**src/rtl/y86_pkg.sv**
```systemverilog
// rtl/y86_pkg.sv - Y86 instruction codes, status encodings and aligner state shared by the fetch front end.
package y86_pkg;

  localparam int MAX_INSTR_BYTES = 10;
  localparam int INSTR_W         = 8 * MAX_INSTR_BYTES;

  localparam logic [3:0] I_HALT   = 4'h0;
  localparam logic [3:0] I_NOP    = 4'h1;
  localparam logic [3:0] I_RRMOVQ = 4'h2;
  localparam logic [3:0] I_IRMOVQ = 4'h3;
  localparam logic [3:0] I_RMMOVQ = 4'h4;
  localparam logic [3:0] I_MRMOVQ = 4'h5;
  localparam logic [3:0] I_OPQ    = 4'h6;
  localparam logic [3:0] I_JXX    = 4'h7;
  localparam logic [3:0] I_CALL   = 4'h8;
  localparam logic [3:0] I_RET    = 4'h9;
  localparam logic [3:0] I_PUSHQ  = 4'hA;
  localparam logic [3:0] I_POPQ   = 4'hB;

  localparam logic [1:0] STAT_AOK = 2'd0;
  localparam logic [1:0] STAT_HLT = 2'd1;
  localparam logic [1:0] STAT_ADR = 2'd2;
  localparam logic [1:0] STAT_INS = 2'd3;

  typedef enum logic [2:0] {
    ST_IDLE,
    ST_FIRST,
    ST_STREAM,
    ST_PRESENT,
    ST_HALT
  } align_state_e;

endpackage

```
**src/rtl/y86_ilen_decode.sv**
```systemverilog
// rtl/y86_ilen_decode.sv - Combinational instruction length decode from the first instruction byte.
module y86_ilen_decode
  import y86_pkg::*;
(
  input  logic [7:0] byte0,
  output logic [3:0] len,
  output logic       ins_err
);

  always_comb begin
    len     = 4'd1;
    ins_err = 1'b0;
    unique case (byte0[7:4])
      I_HALT:                              ins_err = (byte0[3:0] != 4'h0);
      I_NOP, I_RET:                        len = 4'd1;
      I_RRMOVQ, I_OPQ, I_PUSHQ, I_POPQ:    len = 4'd2;
      I_JXX, I_CALL:                       len = 4'd9;
      I_IRMOVQ, I_RMMOVQ, I_MRMOVQ:        len = 4'd10;
      default:                             ins_err = 1'b1;
    endcase
  end

endmodule

```
**src/rtl/y86_instr_aligner.sv**
```systemverilog
// rtl/y86_instr_aligner.sv - Byte-serial instruction fetch and alignment ahead of the Y86 fetch stage.
// Optional address bound check against IMEM_BYTES enabled by Y86_IMEM_BOUND_CHECK_EN.
module y86_instr_aligner
  import y86_pkg::*;
#(
  parameter int IMEM_BYTES = 1024,
  parameter int PC_W       = 64
) (
  input  logic              clk,
  input  logic              rst,
  input  logic              pc_load,
  input  logic [PC_W-1:0]   pc_in,
  output logic              imem_rd_en,
  output logic [PC_W-1:0]   imem_addr,
  input  logic [7:0]        imem_rdata,
  output logic              out_valid,
  input  logic              out_ready,
  output logic [0:INSTR_W-1] out_instr,
  output logic [PC_W-1:0]   out_pc,
  output logic [PC_W-1:0]   out_valp,
  output logic [3:0]        out_len,
  output logic [1:0]        out_stat,
  output logic              halted
);

  align_state_e       state_q, state_d;
  logic [PC_W-1:0]    base_q, base_d;
  logic [3:0]         len_q, len_d;
  logic [1:0]         stat_q, stat_d;
  logic [0:INSTR_W-1] instr_q, instr_d;
  logic [3:0]         k_q, k_d;
  logic               halted_q, halted_d;

  logic               restart;
  logic               req;
  logic [PC_W-1:0]    req_addr;
  logic [3:0]         req_cnt;
  logic [3:0]         dec_len;
  logic               dec_ins;

  y86_ilen_decode u_ilen_decode (
    .byte0   (imem_rdata),
    .len     (dec_len),
    .ins_err (dec_ins)
  );

  always_comb begin
    state_d    = state_q;
    base_d     = base_q;
    len_d      = len_q;
    stat_d     = stat_q;
    instr_d    = instr_q;
    k_d        = k_q;
    halted_d   = halted_q;
    restart    = 1'b0;
    req        = 1'b0;
    req_addr   = '0;
    req_cnt    = 4'd0;
    imem_rd_en = 1'b0;
    imem_addr  = '0;

    case (state_q)
      ST_IDLE: restart = pc_load;
      ST_FIRST: begin
        if (pc_load) begin
          restart = 1'b1;
        end else begin
          instr_d[0:7] = imem_rdata;
          len_d        = dec_len;
          if (dec_ins) stat_d = STAT_INS;
          else if (imem_rdata[7:4] == I_HALT) stat_d = STAT_HLT;
          if (dec_len > 4'd1 && !dec_ins) begin
            state_d  = ST_STREAM;
            k_d      = 4'd1;
            req      = 1'b1;
            req_addr = base_q + PC_W'(1);
            req_cnt  = 4'd1;
          end else begin
            state_d = ST_PRESENT;
          end
        end
      end
      ST_STREAM: begin
        if (pc_load) begin
          restart = 1'b1;
        end else begin
          instr_d[{k_q, 3'b000} +: 8] = imem_rdata;
          if (k_q + 4'd1 < len_q) begin
            k_d      = k_q + 4'd1;
            req      = 1'b1;
            req_addr = base_q + PC_W'(k_q + 4'd1);
            req_cnt  = k_q + 4'd1;
          end else begin
            state_d = ST_PRESENT;
          end
        end
      end
      ST_PRESENT: begin
        if (out_ready) begin
          if (stat_q == STAT_AOK) begin
            if (pc_load) restart = 1'b1;
            else state_d = ST_IDLE;
          end else begin
            state_d  = ST_HALT;
            halted_d = 1'b1;
          end
        end
      end
      ST_HALT: state_d = ST_HALT;
      default: state_d = ST_IDLE;
    endcase

    // Any restart discards the partial instruction; the byte returning now belongs to the old fetch.
    if (restart) begin
      base_d   = pc_in;
      instr_d  = '0;
      k_d      = 4'd0;
      len_d    = 4'd1;
      stat_d   = STAT_AOK;
      state_d  = ST_FIRST;
      req      = 1'b1;
      req_addr = pc_in;
      req_cnt  = 4'd0;
    end

    if (req) begin
`ifdef Y86_IMEM_BOUND_CHECK_EN
      if (req_addr >= PC_W'(IMEM_BYTES)) begin
        state_d = ST_PRESENT;
        stat_d  = STAT_ADR;
        len_d   = (req_cnt == 4'd0) ? 4'd1 : req_cnt;
      end else begin
        imem_rd_en = 1'b1;
        imem_addr  = req_addr;
      end
`else
      imem_rd_en = 1'b1;
      imem_addr  = req_addr;
`endif
    end
  end

`ifndef Y86_IMEM_BOUND_CHECK_EN
  logic unused_bound;
  assign unused_bound = ^{IMEM_BYTES, req_cnt};
`endif

  always_ff @(posedge clk or posedge rst) begin
    if (rst) begin
      state_q  <= ST_IDLE;
      base_q   <= '0;
      len_q    <= 4'd0;
      stat_q   <= STAT_AOK;
      instr_q  <= '0;
      k_q      <= 4'd0;
      halted_q <= 1'b0;
    end else begin
      state_q  <= state_d;
      base_q   <= base_d;
      len_q    <= len_d;
      stat_q   <= stat_d;
      instr_q  <= instr_d;
      k_q      <= k_d;
      halted_q <= halted_d;
    end
  end

  assign out_valid = (state_q == ST_PRESENT);
  assign out_instr = instr_q;
  assign out_pc    = base_q;
  assign out_len   = len_q;
  assign out_stat  = stat_q;
  assign out_valp  = base_q + PC_W'(len_q);
  assign halted    = halted_q;

endmodule

```
**config.mk**
```make
export PLATFORM = sky130hd
export DESIGN_NAME = y86_instr_aligner
export DESIGN_NICKNAME = d
export VERILOG_FILES = /design/src/rtl/y86_pkg.sv /design/src/rtl/y86_ilen_decode.sv /design/src/rtl/y86_instr_aligner.sv
export SDC_FILE = /design/constraint.sdc
export NUM_CORES = 1
export LEC_CHECK = 0
export CORE_MARGIN = 5
export CORE_UTILIZATION = 23
export CTS_BUF_LIST = sky130_fd_sc_hd__clkbuf_8 sky130_fd_sc_hd__clkbuf_16
export DETAILED_ROUTE_END_ITERATION = 7
export GPL_TIMING_DRIVEN = 0
export HOLD_SLACK_MARGIN = 0.03
export PLACE_DENSITY_LB_ADDON = 0.1
export SYNTH_ARGS = -nofsm -noshare
export SYNTH_HDL_FRONTEND = slang
export SYNTH_SLANG_ARGS = --single-unit
```
**constraint.sdc**
```tcl
create_clock -name clk -period 11.5 [get_ports clk]
set_clock_uncertainty 0.05 [all_clocks]
set_input_delay 3.45 -clock clk [delete_from_list [all_inputs] [get_ports clk]]
set_output_delay 3.45 -clock clk [all_outputs]
set_load 0.03 [all_outputs]
```
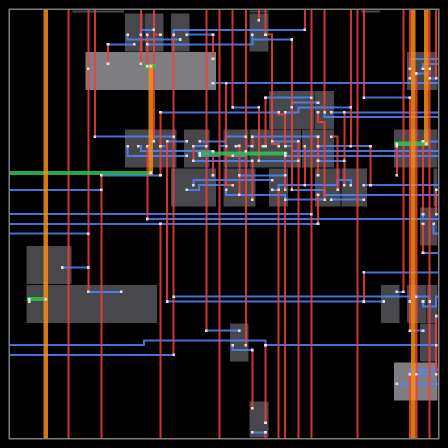
*Layout detail, run 1*
Window x 101 to 131, y 147 to 177 µm. Cells in gray, sequential cells in the stronger gray; small squares are vias.
color	layer
orange	met4
blue	met1
green	met3
red	met2
cells with their middle in the window	28
most frequent	nand2_1 (7), nor2_1 (4)
sequential cells in the window	1
netlist names of flops here include	`out_pc` (1)

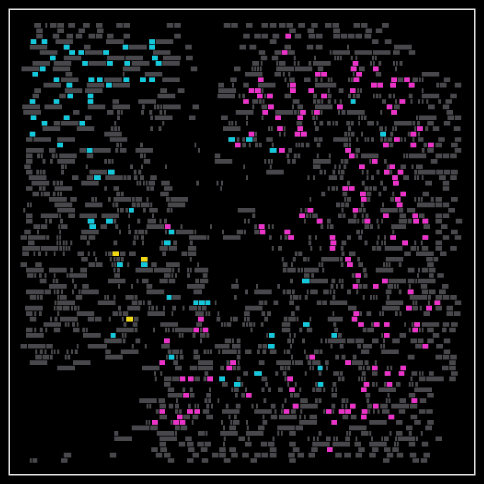
*Gate families picked out, run 1*
Drawn at 2 px/µm.
color	family	cells	most used
cyan	AND-OR and OR-AND gates	68	a22o_1
magenta	XOR/XNOR gates	147	xnor2_1
yellow	multiplexers	3	mux2i_1
most frequent logic cell in the layout: clkdlybuf4s50_1
combinational share of cell area: 40.9%

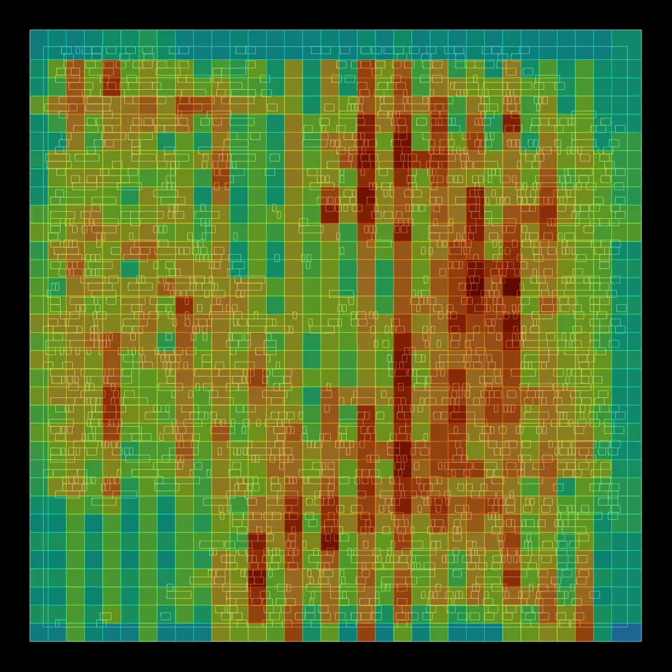
*Routing congestion, run 1*
GR Util All Layers: 22.9%
Routed WL per cell: 25.9 µm

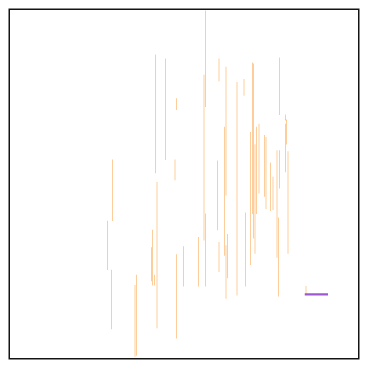
*Signal wires by layer, run 1*
Drawn at 1.5 px/µm. Two of the layers only.
color	layer	wire length
purple	met5	13.8 µm
orange	met4	2340 µm

==> deck_impl_summary.md, run 1 <==
Synthesis and Place & Route Summary

Global route
  • GRT met3 Usage: ~6%
  • Met1 GRT Util: about 29%
  • Busiest grt layer: met2
  • Total grt overflow: 0

Final timing
  • Fin worst setup slack: about 0.38 ns
  • Fin Setup TNS: 0 ns
  • Actual slew at the worst max-slew pin: around 1.4 ns
  • Fin. max-slew vios: 0
  • Min cycle time layout: between 10 and 15 ns
  • Fmax achieved: approximately 90 MHz
  • RSZ-0062 raised after global routing: no
  • Cycle use final: a little over nine tenths
  • Final hold violations: 0

Synth
  • Post-synth seq share: 34.6%
  • Cell area leaders: dfrtp_1, nand2_1, xnor2_1
  • Yosys synthesis chip area: around 11000 µm²
  • Synth Net Count: 1487
  • Ys flops: roughly 160
  • Cell count listed in synth_stat.txt: roughly 1400
  • Ys flop type: dfrtp_1
  • AO/OA Area Share: between 10% and 20%
  • Post-synthesis async set-or-reset flop share: 100%
  • Area leader, netlist: dfrtp_1
  • Comb area leader: simple AND/OR/NAND/NOR gates

Worst setup path
  • Crit path required time: 8.00 ns
  • Worst path bufs/invs: 5
  • Crit path top cell by count: clkdlybuf4s50_1
  • R2R cell count: 9
  • Kind of start point of the critical path: input port
  • Crit path kind: input port to output pin
  • CP max FO: 10

Detailed routing
  • Top Metal Used: met5
  • Vias per Instance: 5.02
  • Metal3 WL: 4.35 mm
  • Metal2 WL: ~30 mm
  • 1st-pass router iterations: 5
  • DRC viols: 0
  • Routed Antenna Nets: 0

Floorplanning
  • Site row count: around 80
  • Core area: just under 50000 µm²
  • # Taps: approximately 660
  • Die area: between 50000 and 60000 µm²
  • Io pins: ~360

Layout
  • Final nets: about 1900
  • Non-clk bufs: between 400 and 500
  • Flops: 157
  • Count of multi-input gates: 1090
  • Clock-cell share of area: under 10%
  • Dominant logic cell types in the final layout: clkdlybuf4s50_1, nand2_1, dfrtp_1
  • Diodes inserted: 1
  • Flop share of the area: roughly 24%
  • Gate Area: approximately 6700 µm²
  • Post-route insts no fill: 2440

Power
  • Power Internal: 1.82 mW
  • Clock network power share: ~16%
  • Sequential power: between 0.7 and 0.8 mW

Flow run
  • Count of tool warnings: 33
  • Max-cap violations: 0

Clock network
  • CTS max path bufs: 2
  • Root Buffer: clkbuf_16
  • Post_cts resized: 0
  • CTS Sinks: 157
  • H-Tree Depth: 4

Place
  • Pre-CTS WS: roughly 0.49 ns
  • Dpl hpwl: ~50 mm
  • Placement Cell Area: between 15000 and 20000 µm²

Run status
  • Status: finished clean

Worst hold path
  • Hold Crit Class: flip-flop to flip-flop
==> run 2: changes to the inputs <==
--- a/config.mk
+++ b/config.mk
@@ -12,6 +12,7 @@
 export GPL_TIMING_DRIVEN = 0
 export HOLD_SLACK_MARGIN = 0.03
 export PLACE_DENSITY_LB_ADDON = 0.1
+export SKIP_CTS_REPAIR_TIMING = 1
 export SYNTH_ARGS = -nofsm -noshare
 export SYNTH_HDL_FRONTEND = slang
 export SYNTH_SLANG_ARGS = --single-unit
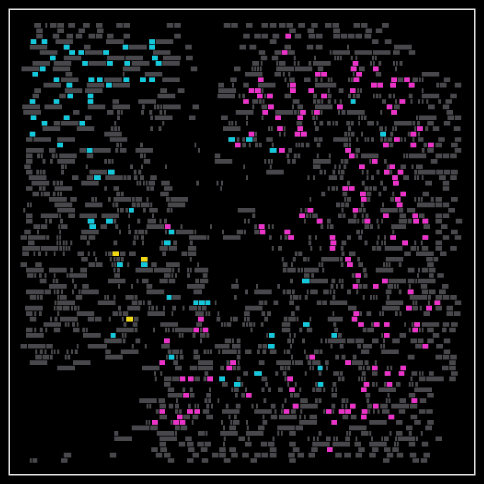
*Gate families picked out, run 2*
Drawn at 2 px/µm.
color	family	cells	most used
cyan	AND-OR and OR-AND gates	68	a22o_1
yellow	multiplexers	3	mux2i_1
magenta	XOR/XNOR gates	147	xnor2_1

==> deck_impl_summary.md, run 2 <==
Synthesis and Place & Route Summary

Final timing
  • RSZ-0062 raised after global routing: no
  • Fin Setup TNS: 0 ns (unchanged)
  • Final hold violations: 0 (unchanged)
  • Actual slew at the worst max-slew pin: 1.39 ns (unchanged)
  • Fin worst setup slack: 0.382 ns (unchanged)
  • Fmax achieved: 89.9 MHz (unchanged)
  • Cycle use final: 96.7% (unchanged)
  • Fin. max-slew vios: 0 (unchanged)
  • Min cycle time layout: 11.12 ns (unchanged)

Detailed routing
  • Top Metal Used: met5
  • Metal3 WL: 4.35 mm (unchanged)
  • DRC viols: 0 (unchanged)
  • 1st-pass router iterations: 5 (unchanged)
  • Vias per Instance: 5.02 (unchanged)
  • Routed WL per cell: 25.9 µm (unchanged)
  • Routed Antenna Nets: 0 (unchanged)
  • Metal2 WL: 30.2 mm (unchanged)

Floorplanning
  • Site row count: 81 (unchanged)
  • Core area: 48800 µm² (unchanged)
  • Io pins: 357 (unchanged)
  • # Taps: 664 (unchanged)
  • Die area: 53800 µm² (unchanged)

Layout
  • Gate Area: 6670 µm² (unchanged)
  • Diodes inserted: 1 (unchanged)
  • Combinational share of cell area: 40.9% (unchanged)
  • Flop share of the area: 24.1% (unchanged)
  • Non-clk bufs: 469 (unchanged)
  • Dominant logic cell types in the final layout: clkdlybuf4s50_1, nand2_1, dfrtp_1
  • Count of multi-input gates: 1090 (unchanged)
  • Clock-cell share of area: 3.54% (unchanged)
  • Flops: 157 (unchanged)
  • Final nets: 1858 (unchanged)
  • Post-route insts no fill: 2440 (unchanged)
  • # fillers: between 5000 and 6000
  • Most frequent logic cell in the layout: clkdlybuf4s50_1

Place
  • Placement Cell Area: 15700 µm² (unchanged)
  • Pre-CTS WS: 0.491 ns (unchanged)
  • Dpl hpwl: 48.8 mm (unchanged)
  • Port Buf Inserts: 351

Clock network
  • CTS Sinks: 157 (unchanged)
  • Root Buffer: clkbuf_16
  • CTS max path bufs: 2 (unchanged)
  • H-Tree Depth: 4 (unchanged)

Worst setup path
  • R2R cell count: 9 (unchanged)
  • Worst path bufs/invs: 5 (unchanged)
  • Crit path top cell by count: clkdlybuf4s50_1
  • Reg2Reg Setup Slack: about 7.8 ns
  • Crit path required time: 8.00 ns (about the same)
  • Crit path kind: input port to output pin
  • Kind of start point of the critical path: input port
  • CP max FO: 10 (unchanged)

Global route
  • Total grt overflow: 0 (unchanged)
  • Met1 GRT Util: 28.6% (unchanged)
  • GRT met3 Usage: 5.98% (unchanged)
  • Vias in the first global route: around 12000
  • GR Util All Layers: 22.9% (unchanged)

Power
  • Clk power: 0.600 mW
  • Combinational share of power: around 64%
  • Sequential fraction of design power: 20.5%
  • Power Internal: 1.82 mW (unchanged)
  • Sequential power: 0.769 mW (about the same)
  • Clock network power share: 16.0% (about the same)

Flow run
  • Count of tool warnings: 33 (unchanged)
  • Max-cap violations: 0 (unchanged)

Synth
  • Ys flops: 157 (unchanged)
  • Cell count listed in synth_stat.txt: 1392 (unchanged)
  • Mux share: less than 1%
  • Area leader, netlist: dfrtp_1
  • Yosys synthesis chip area: 11300 µm² (unchanged)
  • Cell area leaders: dfrtp_1, nand2_1, xnor2_1
  • Post-synth seq share: 34.6% (unchanged)
  • Ys flop type: dfrtp_1
  • Post-synthesis async set-or-reset flop share: 100% (unchanged)
  • Flip-flops with a built-in enable: 0
  • Comb area leader: simple AND/OR/NAND/NOR gates
  • AO/OA Area Share: 16.1% (unchanged)
  • Synth Net Count: 1487 (unchanged)

Worst hold path
  • Hold Crit Class: flip-flop to flip-flop

Run status
  • Status: finished clean
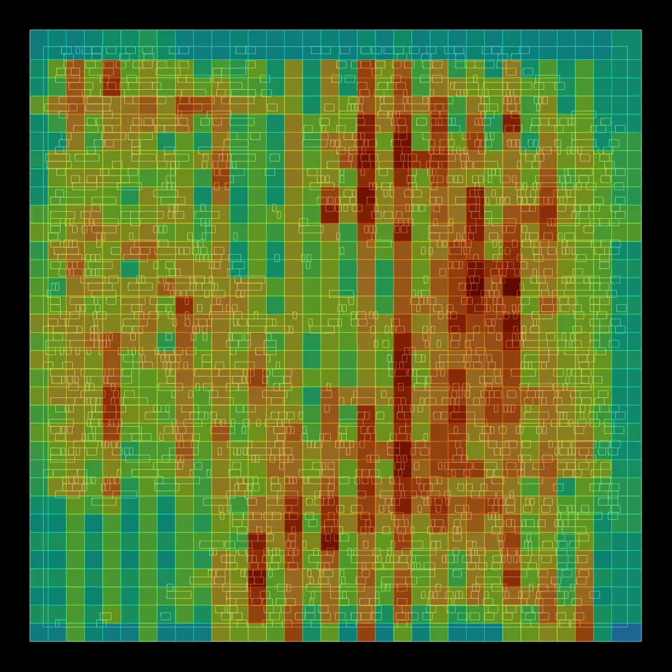
*Routing congestion, run 2*
busiest grt layer: met2
final core occ: 33.4%
global-route met2 utilization: 37.9%

Power is estimated from default activity; no workload was simulated.
